--- config.mk ---
export PLATFORM = sky130hd
export DESIGN_NAME = mouse_cmd_scheduler
export DESIGN_NICKNAME = d
export VERILOG_FILES = /design/src/rtl/mouse_cmd_scheduler.sv
export SDC_FILE = /design/constraint.sdc
export NUM_CORES = 1
export LEC_CHECK = 0
export CORE_MARGIN = 2
export CORE_UTILIZATION = 52
export CTS_BUF_LIST = sky130_fd_sc_hd__clkbuf_8
export DETAILED_ROUTE_END_ITERATION = 12
export PLACE_DENSITY = 0.94
export SLEW_MARGIN = 10
export SYNTH_ARGS = -nofsm -noshare
export SYNTH_HDL_FRONTEND = slang
export SYNTH_SLANG_ARGS = --single-unit
export TNS_END_PERCENT = 20
--- constraint.sdc ---
create_clock -name clk_i -period 3.7 [get_ports clk_i]
set_input_delay 0.74 -clock clk_i [delete_from_list [all_inputs] [get_ports clk_i]]
set_output_delay 0.74 -clock clk_i [all_outputs]
set_load 0.03 [all_outputs]
--- src/rtl/mouse_cmd_scheduler.sv ---
// rtl/mouse_cmd_scheduler.sv - arbitrates two PS/2 mouse command requesters over one TX/RX byte interface
module mouse_cmd_scheduler #(
    parameter int unsigned TIMEOUT_CYCLES = 5000000,
    parameter int unsigned TO_W           = 23,
    parameter int unsigned MAX_RETRY      = 3,
    parameter logic [7:0]  ACK_BYTE       = 8'hFA,
    parameter logic [7:0]  RESEND_BYTE    = 8'hFE,
    parameter logic [7:0]  ERROR_BYTE     = 8'hFC
) (
    input  logic       clk_i,
    input  logic       rst_ni,
    input  logic       req_a_i,
    input  logic       req_b_i,
    input  logic [7:0] cmd_a_i,
    input  logic [7:0] cmd_b_i,
    input  logic       has_arg_a_i,
    input  logic       has_arg_b_i,
    input  logic [7:0] arg_a_i,
    input  logic [7:0] arg_b_i,
    output logic       done_a_o,
    output logic       done_b_o,
    output logic [1:0] status_a_o,
    output logic [1:0] status_b_o,
    output logic       busy_o,
    output logic       send_byte_o,
    output logic [7:0] byte_to_send_o,
    input  logic       byte_sent_i,
    output logic       read_enable_o,
    input  logic [7:0] byte_read_i,
    input  logic [1:0] byte_error_code_i,
    input  logic       byte_ready_i,
    input  logic       stream_read_en_i,
    output logic       stream_byte_ready_o
);

    localparam int unsigned RW = ($clog2(MAX_RETRY + 1) < 2) ? 2 : $clog2(MAX_RETRY + 1);
    localparam logic [1:0] ST_OK  = 2'b00;
    localparam logic [1:0] ST_ERR = 2'b01;
    localparam logic [1:0] ST_TO  = 2'b10;

    typedef enum logic [2:0] {
        S_IDLE,
        S_SEND,
        S_WAIT_SENT,
        S_WAIT_REPLY,
        S_FINISH,
        S_RELEASE
    } state_e;

    state_e          state_q;
    logic            owner_b_q;
    logic [7:0]      arg_q;
    logic            has_arg_q;
    logic            phase_arg_q;
    logic [RW-1:0]   retry_q;
    logic [TO_W-1:0] to_q;
    logic            send_byte_q;
    logic [7:0]      byte_to_send_q;
    logic            done_a_q;
    logic            done_b_q;
    logic [1:0]      status_a_q;
    logic [1:0]      status_b_q;

    logic            decisive_d;
    logic            resend_d;
    logic            next_arg_d;
    logic            fin_d;
    logic            to_hit_d;
    logic [1:0]      fin_status_d;

    // Reply decode; a decisive reply in the expiry cycle beats the timeout.
    always_comb begin
        decisive_d   = 1'b0;
        resend_d     = 1'b0;
        next_arg_d   = 1'b0;
        fin_d        = 1'b0;
        fin_status_d = ST_OK;
        to_hit_d     = (to_q == TO_W'(TIMEOUT_CYCLES - 1));
        if (state_q == S_WAIT_REPLY && byte_ready_i) begin
            if (byte_error_code_i != 2'b00 || byte_read_i == RESEND_BYTE) begin
                decisive_d = 1'b1;
                if (retry_q < RW'(MAX_RETRY)) begin
                    resend_d = 1'b1;
                end else begin
                    fin_d        = 1'b1;
                    fin_status_d = ST_ERR;
                end
            end else if (byte_read_i == ACK_BYTE) begin
                decisive_d = 1'b1;
                if (!phase_arg_q && has_arg_q) begin
                    next_arg_d = 1'b1;
                end else begin
                    fin_d = 1'b1;
                end
            end else if (byte_read_i == ERROR_BYTE) begin
                decisive_d   = 1'b1;
                fin_d        = 1'b1;
                fin_status_d = ST_ERR;
            end
        end
        if (to_hit_d && ((state_q == S_WAIT_SENT && !byte_sent_i) ||
                         (state_q == S_WAIT_REPLY && !decisive_d))) begin
            fin_d        = 1'b1;
            fin_status_d = ST_TO;
        end
    end

    always_ff @(posedge clk_i or negedge rst_ni) begin
        if (!rst_ni) begin
            state_q        <= S_IDLE;
            owner_b_q      <= 1'b0;
            arg_q          <= 8'h00;
            has_arg_q      <= 1'b0;
            phase_arg_q    <= 1'b0;
            retry_q        <= '0;
            to_q           <= '0;
            send_byte_q    <= 1'b0;
            byte_to_send_q <= 8'h00;
            done_a_q       <= 1'b0;
            done_b_q       <= 1'b0;
            status_a_q     <= ST_OK;
            status_b_q     <= ST_OK;
        end else begin
            send_byte_q <= 1'b0;
            done_a_q    <= 1'b0;
            done_b_q    <= 1'b0;
            if (fin_d) begin
                state_q <= S_FINISH;
                if (owner_b_q) begin
                    done_b_q   <= 1'b1;
                    status_b_q <= fin_status_d;
                end else begin
                    done_a_q   <= 1'b1;
                    status_a_q <= fin_status_d;
                end
            end else begin
                case (state_q)
                    S_IDLE: begin
                        if (req_a_i || req_b_i) begin
                            owner_b_q      <= !req_a_i;
                            byte_to_send_q <= req_a_i ? cmd_a_i : cmd_b_i;
                            arg_q          <= req_a_i ? arg_a_i : arg_b_i;
                            has_arg_q      <= req_a_i ? has_arg_a_i : has_arg_b_i;
                            phase_arg_q    <= 1'b0;
                            retry_q        <= '0;
                            send_byte_q    <= 1'b1;
                            state_q        <= S_SEND;
                        end
                    end
                    S_SEND: begin
                        to_q    <= '0;
                        state_q <= S_WAIT_SENT;
                    end
                    S_WAIT_SENT: begin
                        if (byte_sent_i) begin
                            to_q    <= '0;
                            state_q <= S_WAIT_REPLY;
                        end else begin
                            to_q <= to_q + TO_W'(1);
                        end
                    end
                    S_WAIT_REPLY: begin
                        if (resend_d) begin
                            retry_q     <= retry_q + RW'(1);
                            send_byte_q <= 1'b1;
                            state_q     <= S_SEND;
                        end else if (next_arg_d) begin
                            phase_arg_q    <= 1'b1;
                            retry_q        <= '0;
                            byte_to_send_q <= arg_q;
                            send_byte_q    <= 1'b1;
                            state_q        <= S_SEND;
                        end else begin
                            to_q <= to_q + TO_W'(1);
                        end
                    end
                    S_FINISH: state_q <= S_RELEASE;
                    S_RELEASE: begin
                        if (owner_b_q ? !req_b_i : !req_a_i) begin
                            state_q <= S_IDLE;
                        end
                    end
                    default: state_q <= S_IDLE;
                endcase
            end
        end
    end

    assign done_a_o            = done_a_q;
    assign done_b_o            = done_b_q;
    assign status_a_o          = status_a_q;
    assign status_b_o          = status_b_q;
    assign busy_o              = (state_q != S_IDLE);
    assign send_byte_o         = send_byte_q;
    assign byte_to_send_o      = byte_to_send_q;
    assign read_enable_o       = (state_q == S_IDLE) ? stream_read_en_i : (state_q == S_WAIT_REPLY);
    assign stream_byte_ready_o = (state_q == S_IDLE) && byte_ready_i;

endmodule
**Run 1: the clock network**

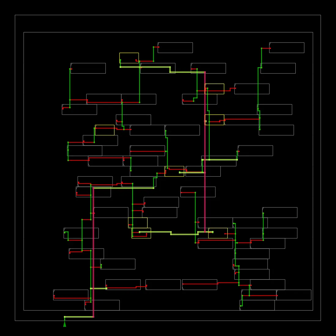
Latency at later pin: 0.32 ns
Clock net power: 384 uW
Clock Sinks: 54
Layout Skew: 0.0110 ns
number of sequential cells: 54

**Run 1: cell density map**

Scale: 4 px per um. 8 x 8 tiles, from white (low) to dark blue (high), 0 to 100% covered.
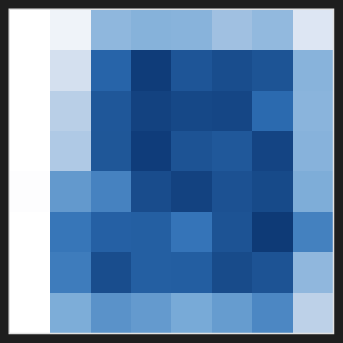
fullest tile	96%
mean over tiles	59%
nearly empty tiles	13%
densest ninth of the die	middle
emptiest ninth of the die	top left

==> flow_summary.toml, run 1 <==
# yosys + openroad results
[finish]
largest_reg_flops = 23
nonClkBufAreaFrac_pct = 18.4
logic_gates = 259
stdcell_count = 476
sh_seq_area_pct = 34.6
buffers = 74
num-nonclk-inverters = 9
final_nets = 456
clkCellAreaFrac_pct = 2.82
area_growth_pct = 27.7
seq_area_sq_mm = 0.00135
layout_top_cell = "clkdlybuf4s50_1"
n_antenna_cell = 0
postLayoutCellArea_sq_mm = 0.00391
largest_register = "to_q"

[final_timing]
worst_slack_ns = 0.447
slew_violations = 0
setup_tns_ns = 0
post-route-min-period_ns = 3.25
rsz0062_at_grt = "false"
worstMarginPinSlew_ns = 0.983
slew_headroom_pct = 33.6
setup_viol = 0
finalClockPeriodUsage_pct = 87.9
fmax_ghz = 0.307
hold_violations = 0

[clock_network]
cts_max_level = 2
cts_buffers = 5
cts_hold_buf = 0
clk_pin_slew_ns = 0.10
cts-root-buf = "clkbuf_8"
cts.repair.resized = 0

[logic_synthesis]
compound_area_share_pct = 19.1
synth.distinct_cells = 49
synth.logic.top_family = "simple AND/OR/NAND/NOR gates"
synth_warnings = 0
topCellsByArea = "dfrtp_1, mux2i_1, nand2_1"
simple_gate_area_share_pct = 25.2
async_flop_share_pct = 100
edf_count = 0
flop_cell = "dfrtp_1"
yosysTopAreaCellShare_pct = 44.2
syn-instance-count = 338
ys_seq_share_pct = 44.2
synthTopCellsByCount = "dfrtp_1, nand2_1, nor2_1"
top_cell = "dfrtp_1"
synth_flops = 54
muxShareOfSynthArea_pct = 7.28

[floorplanning]
fp_util_pct = 54.6
fp-row-count = 27
die_w_um = 80.7
boundaryPins = 69
die_h_um = 80.7

[power]
finalPower_uw = 2290
power_switching_share_pct = 42.8
power.internal_uw = 1310
seq_power_share_pct = 38.1
leakagePower_uw = 0.00169
power.group.top = "combinational cells"
comb-power_uw = 1030
irDropWorstVdd_v = 0.000403
clkPwrFrac_pct = 16.8
power_density_mw_per_mm2 = 586

[setup_path]
timing.rr.start = "to_q[0]"
worst-path-max-fanout = 13
cp_slowest_cell = "or4b_2"
path_cells = "clkdlybuf4s50_1 > or4b_2 > nor4_1 > nand2_1 > nand2_1 > or3_1 > inv_2 > a31oi_1"
reg2reg_setup_slack_ns = 0.49
start_kind = "input pin"
crit_top_cell = "nand2_1"
max_stage_delay_ns = 0.70
startpoint = "byte_read_i[2]"
cpLargestDelayFamily = "simple AND/OR/NAND/NOR gates"
endpoint_kind = "flop"
worstPathArrival_ns = 3.49
cp_data_required_time_ns = 3.93
critical_path_class = "in -> reg"
crit_buf_inv = 2

[global_routing]
track_usage_pct = 27.5
overflow = 0
antenna_found_initial = 0
grt_pass1_wl_mm = 13.8
use_met2_pct = 43.2
gr-usage-met1_pct = 36.8
met3_usage_pct = 6.85
grt_max_degree = 36
busiest_layer = "met2"

[routing]
drc_errors = 0
routedWlPerCell_um = 18.2
vias_per_cell = 6.26
routed-wl-met2_mm = 4.12
dr.first_iter.drc_count = 415
dr.pass1.iters = 5
dr_wl_met3_um = 644
highest_layer = "met4"
antenna_left = 0

[placed_design]
placed_cells = 468
numPortBuffers = 68
dpl_worst_slack_ns = 0.216
dp_hpwl_mm = 6.32

[min_path]
min_path_type = "in -> async"

[job]
max-cap-violations = 0
warning_count = 26

[run_status]
status = "complete, no violations"
**Run 1: signal wires by layer**

Scale: 6 px per um.
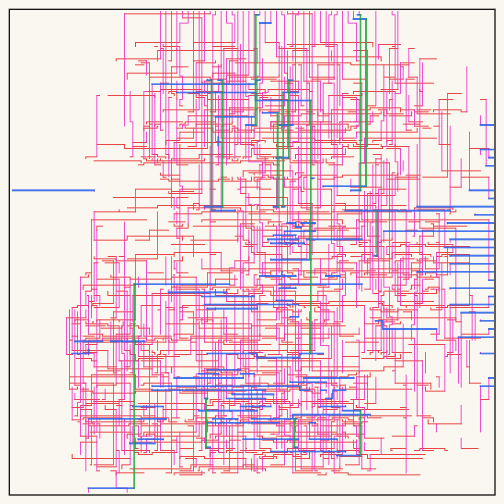
colour	layer	wire length
blue	metal 3	644 um
magenta	metal 2	4120 um
green	metal 4	270 um
red	metal 1	3640 um

**Run 1: signal wires on met4**

Scale: 8 px per um. Supply wires on this layer in grey.
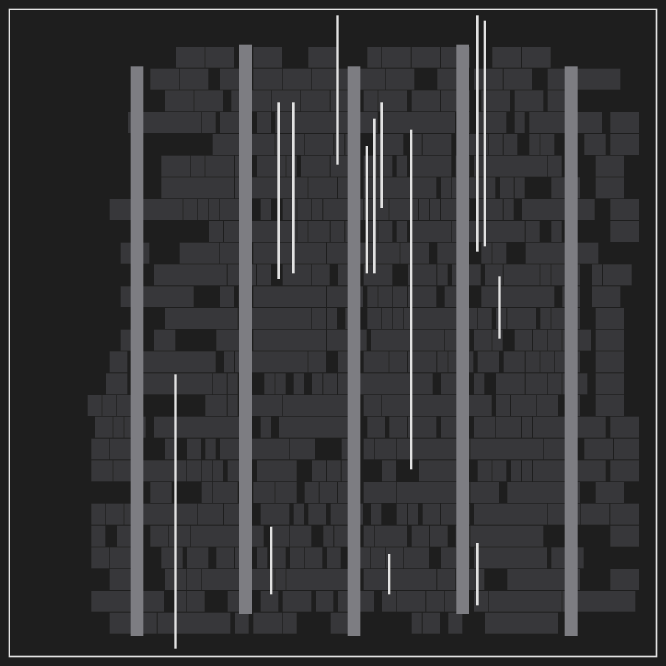
longest straight run	42.2 um
share of all routed wire	3.1%
vias: 2978
Total Routed Length: 8.68 mm

**Run 1: sequential cells grouped by signal name**

Scale: 6 px per um.
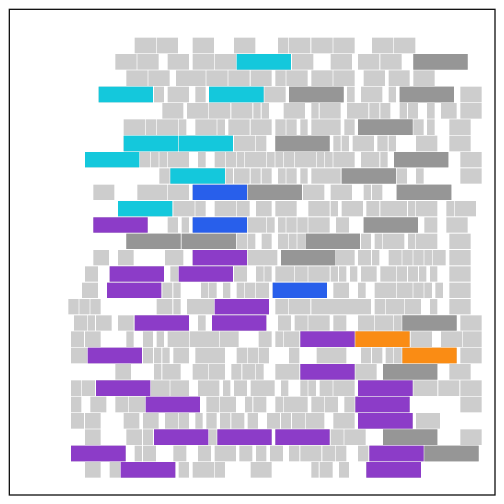

## Run 2: what changed since run 1
--- a/config.mk
+++ b/config.mk
@@ -9,6 +9,7 @@
 export CORE_UTILIZATION = 52
 export CTS_BUF_LIST = sky130_fd_sc_hd__clkbuf_8
 export DETAILED_ROUTE_END_ITERATION = 12
+export MAX_ROUTING_LAYER = met4
 export PLACE_DENSITY = 0.94
 export SLEW_MARGIN = 10
 export SYNTH_ARGS = -nofsm -noshare
**Run 2: sequential cells grouped by signal name**

Scale: 6 px per um.
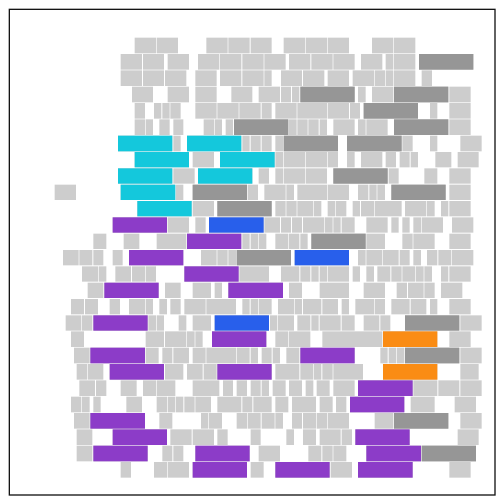
colour	signal	placed flops
blue	state_q	3
purple	to_q	23
cyan	arg_q	8
orange	status_a_o	2
not coloured	18
Seq area share: 34.6%
post-layout util: 69.7%

==> flow_summary.toml, run 2 <==
# yosys + openroad results
[logic_synthesis]
edf_count = 0
async_flop_share_pct = 100
synthTopCellsByCount = "dfrtp_1, nand2_1, nor2_1"
ys_seq_share_pct = 44.2
xor_area_share_pct = 0
yosysTopAreaCellShare_pct = 44.2
flop_cell = "dfrtp_1"
muxShareOfSynthArea_pct = 7.28
top_cell = "dfrtp_1"
avgSynthCellArea_sq_um = 9.05
compound_area_share_pct = 19.1
simple_gate_area_share_pct = 25.2
synth.logic.top_family = "simple AND/OR/NAND/NOR gates"
largest_area_cell = "dfrtp_1"
syn_nets = 391
syn-cell-area_sq_mm = 0.00306
ys_area_sq_mm = 0.00306
topCellsByArea = "dfrtp_1, mux2i_1, nand2_1"
synth_warnings = 0
synth.distinct_cells = 49
yosys_cells = 338
syn-instance-count = 338
synth_flops = 54

[routing]
antenna_left = 0
dr_wl_met3_um = 588
dr.first_iter.drc_count = 344
wirelength_mm = 8.43
highest_layer = "met4"
drc_errors = 0
routedWlPerCell_um = 17.7
routed-wl-met2_mm = 4.19
vias_per_cell = 6.28
vias = 2987
dr.pass1.iters = 5

[global_routing]
grt_max_degree = 31
track_usage_pct = 27.1
grt_pass1_wl_mm = 13.1
busiest_layer = "met2"
met3_usage_pct = 4.49
use_met2_pct = 44.4
overflow = 0
antenna_found_initial = 0
gr-usage-met1_pct = 35.3

[finish]
dominant-cell-class = "logic gates"
stdcell_count = 476
clkCellAreaFrac_pct = 2.82
largest_reg_flops = 23
layout-drive-gt1-share_pct = 5.94
nFillCells = 418
lay_top_cells = "clkdlybuf4s50_1, dfrtp_1, nand2_1"
n_antenna_cell = 0
nClkBuffers = 8
num-nonclk-inverters = 9
logic_area_sq_mm = 0.00160
area_growth_pct = 27.7
final_nets = 456
largest_register = "to_q"
buffers = 74
nonClkBufAreaFrac_pct = 18.4
seq_area_sq_mm = 0.00135
postLayoutCellArea_sq_mm = 0.00391
comb_share_pct = 41.0
layout_top_cell = "clkdlybuf4s50_1"
nFlopsAndLatches = 54
logic_gates = 259

[setup_path]
cp_slowest_cell = "or4_4"
critical_path_class = "reg -> reg"
path_cells = "ha_1 > or4bb_1 > or4_4 > a2111oi_4 > a21o_1 > buf_4 > nor2_1 > a221o_1"
worst-path-stages = 8
startpoint = "to_q[1]"
crit_buf_inv = 1
reg2reg_depth = 8
endpoint_kind = "flop"
cp_data_required_time_ns = 3.90
r2r-end = "to_q[2]"
start_kind = "flop"
cpLargestDelayFamily = "simple AND/OR/NAND/NOR gates"
worstPathArrival_ns = 3.41
timing.rr.start = "to_q[1]"
reg2reg_setup_slack_ns = 0.49
worst-path-max-fanout = 12
max_stage_delay_ns = 0.56

[power]
p_clk_uw = 376
leakagePower_uw = 0.00169
comb-power_uw = 1030
power.group.top = "combinational cells"
irDropWorstVdd_v = 0.000389
pwr-share-comb_pct = 45.2
clkPwrFrac_pct = 16.5
power_switching_share_pct = 42.8
seq_power_share_pct = 38.4
switchingPower_uw = 978
power_density_mw_per_mm2 = 585
power.internal_uw = 1310
finalPower_uw = 2290

[final_timing]
setup_tns_ns = 0
slew_headroom_pct = 26.2
clock_skew_ns = 0.0116
setup_viol = 0
slew_violations = 0
fmax_ghz = 0.311
hold_violations = 0
post-route-min-period_ns = 3.21
worstMarginPinSlew_ns = 1.09
rsz0062_at_grt = "false"
whs_ns = 0.406
worst_slack_ns = 0.488
finalClockPeriodUsage_pct = 86.8

[floorplanning]
core_area_sq_mm = 0.00561
fp-row-count = 27
boundaryPins = 69
die_h_um = 80.7
n_tap_cell = 72
fp_util_pct = 54.6
die_w_um = 80.7

[clock_network]
cts_buffers = 5
cts_max_level = 2
cts_tree = "done"
cts-root-buf = "clkbuf_8"
clk_latency_ns = 0.32
cts.repair.resized = 0
cts.sinks = 54
clockBufferDepth = 2
cts_hold_buf = 0
clk_pin_slew_ns = 0.09

[job]
warning_count = 26
max-cap-violations = 0

[placed_design]
dp_hpwl_mm = 6.15
dpl_cell_area_sq_mm = 0.00380
placed_cells = 468
numPortBuffers = 68
dpl_worst_slack_ns = 0.298

[run_status]
status = "complete, no violations"

[min_path]
min_path_type = "in -> async"
No activity file was given, so power comes from the tool's default toggle rates.
